==> config.mk <==
export PLATFORM = sky130hd
export DESIGN_NAME = vending_machine
export DESIGN_NICKNAME = d
export VERILOG_FILES = /design/src/rtl/vending_machine.sv
export SDC_FILE = /design/constraint.sdc
export NUM_CORES = 1
export LEC_CHECK = 0
export ABC_AREA = 1
export CORE_AREA = 2 2 39 41
export CTS_BUF_LIST = sky130_fd_sc_hd__clkbuf_4 sky130_fd_sc_hd__clkbuf_8
export DETAILED_ROUTE_END_ITERATION = 6
export DIE_AREA = 0 0 41 43
export GPL_TIMING_DRIVEN = 0
export SYNTH_ARGS = -nofsm -noshare
export SYNTH_HDL_FRONTEND = slang
export SYNTH_SLANG_ARGS = --single-unit
==> constraint.sdc <==
create_clock -name clk -period 2.7 [get_ports clk]
set_input_delay 0.54 -clock clk [delete_from_list [all_inputs] [get_ports clk]]
set_output_delay 0.54 -clock clk [all_outputs]
set_load 0.01 [all_outputs]
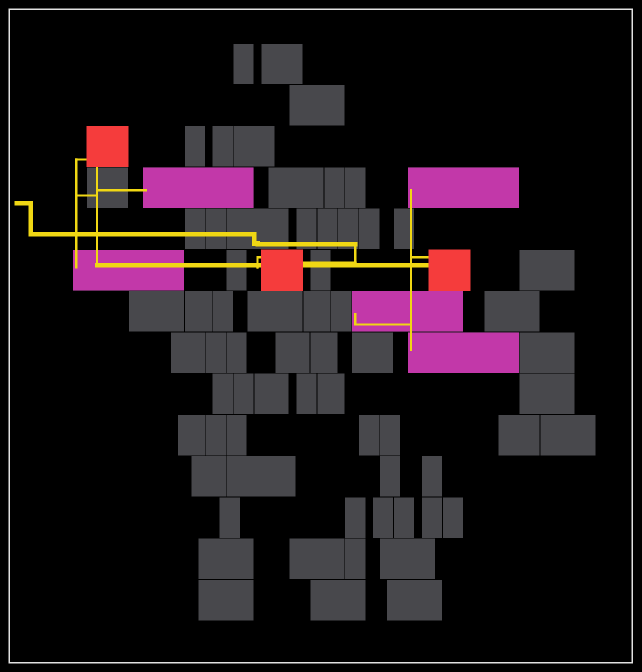
*Clock network drawn from the DEF*
- flip-flops: magenta (count 5)
- clock-net drivers: red (count 3)
- clock wires: yellow (length 97.2 microns)
- routed clock nets: 4
Clock Power: 95.7 uW
Latency at later pin: 240 ps
clock share of power: 17.8%

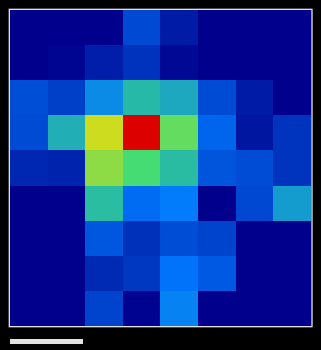
*Wire density map*
Bar = 10 microns. 8 x 9 tiles, from dark blue (low) to red (high), scaled to the fullest tile. Values are wire area over tile area, all layers added.
- fullest tile: 0.45
- emptiest ninth of the die: top right
- nearly empty tiles: 42%
- densest ninth of the die: middle
- mean over tiles: 0.064
Via Count: 360
GRT Util Overall: 10.9%
drt wl/cell: 7.64 microns

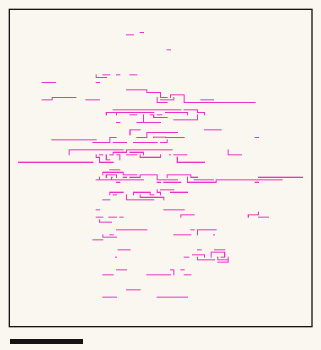
*M1 wires*
Bar = 10 microns.
- wire length on this layer: 292 microns
- main direction: horizontal
- share of all routed wire: 43%
- longest straight run: 10.1 microns
- nets with wire on the layer: 73
grt met1 use: 13.2%
Routed WL: 680 microns

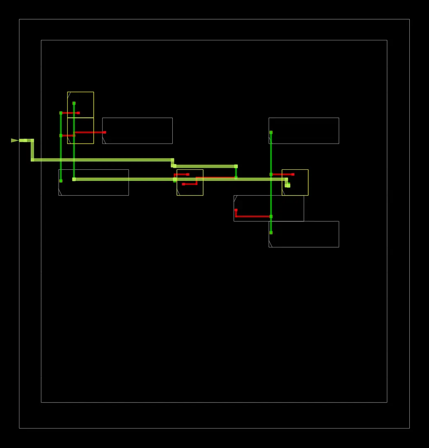
*Clock routing*
clock buffers: 4
clk sinks: 5
skew final: 0.744 ps

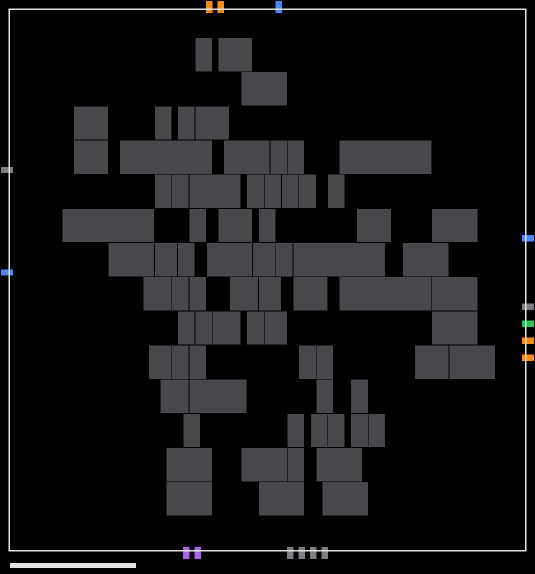
*I/O pins on the die edge*
Bar = 10 microns. Pins as bars across the die edge, other pins in gray.
- choice: purple (pins 2; direction input; edge bottom)
- states: blue (pins 3; direction output; edge 1 top, 1 right, 1 left)
- delivery: green (pins 1; direction output; edge right)
- change: orange (pins 4; direction output; edge 2 right, 2 top)
Die X: 41 microns
IO buf count: 13

==> flow_metrics.py <==
# Flow results
metrics = {
    "final_layout": {
        "seq_area_share_pct": 18.8,
        "ff_count": 5,
        "buf_share_pct": 28.7,
        "comb_area_sq_um": 191,
        "seqCellArea_sq_um": 100,
    },
    "critical_path": {
        "start_kind": "flop",
        "path_class": "flop to primary output",
        "r2r_slack_ps": 1580,
        "cp_cell_sequence": "clkdlybuf4s50_1",
        "slowest_stage": "clkdlybuf4s50_1",
        "max_stage_delay_ps": 570,
    },
    "synth": {
        "synth_cells": 55,
        "synth_top_area_share_pct": 28.8,
        "yosysWarnings": 0,
        "synthMuxAreaShare_pct": 0,
    },
    "placed_design": {
        "post-dp-hpwl_microns": 561,
    },
    "floorplanning": {
        "dieArea_sq_mm": 0.00176,
        "taps": 16,
    },
    "clock_network": {
        "clk_pin_slew_worst_paths_ps": 40,
    },
    "pwr": {
        "p_leak_uw": 0.000274,
        "ir_drop_mv": 0.459,
        "p_comb_share_pct": 59.4,
        "swShare_pct": 44.5,
    },
    "timing": {
        "setup_viol": 0,
        "min_period_over_period_pct": 64.7,
    },
    "flow_run": {
        "maxCapViolations": 0,
        "warnings": 26,
    },
    "global_route": {
        "antenna_found_initial": 0,
    },
    "routing": {
        "top_layer": "met3",
        "drcViolationCount": 0,
    },
    "run_status": {
        "status": "complete, no violations",
    },
}
[through the flow]
stage / setup slack, ps / instances / area [sq um] / utilization [%]
after floorplan: 1480 / 56 / 352 / -
after global placement: 946 / 85 / 502 / 36.3
after detailed placement: 929 / 85 / 502 / 36.3
after CTS: 947 / 89 / 532 / 38.4
after global routing: 910 / 89 / 532 / 38.4
final: 952 / 89 / 532 / 38.4
[placed cells by master, fill, tap and decap left out]
cell type and n:
a211oi_1 1, a21oi_1 1, buf_4 3, clkbuf_4 4, clkdlybuf4s50_1 13, conb_1 2
dfxtp_1 5, ha_1 1, inv_1 6, inv_2 4, nand2_1 15, nand2_2 4
nand2_4 1, nand3_1 3, nand3_2 2, nor2_1 7, nor3_1 1
Power figures rest on the tool's default switching activity, not on a simulated workload.
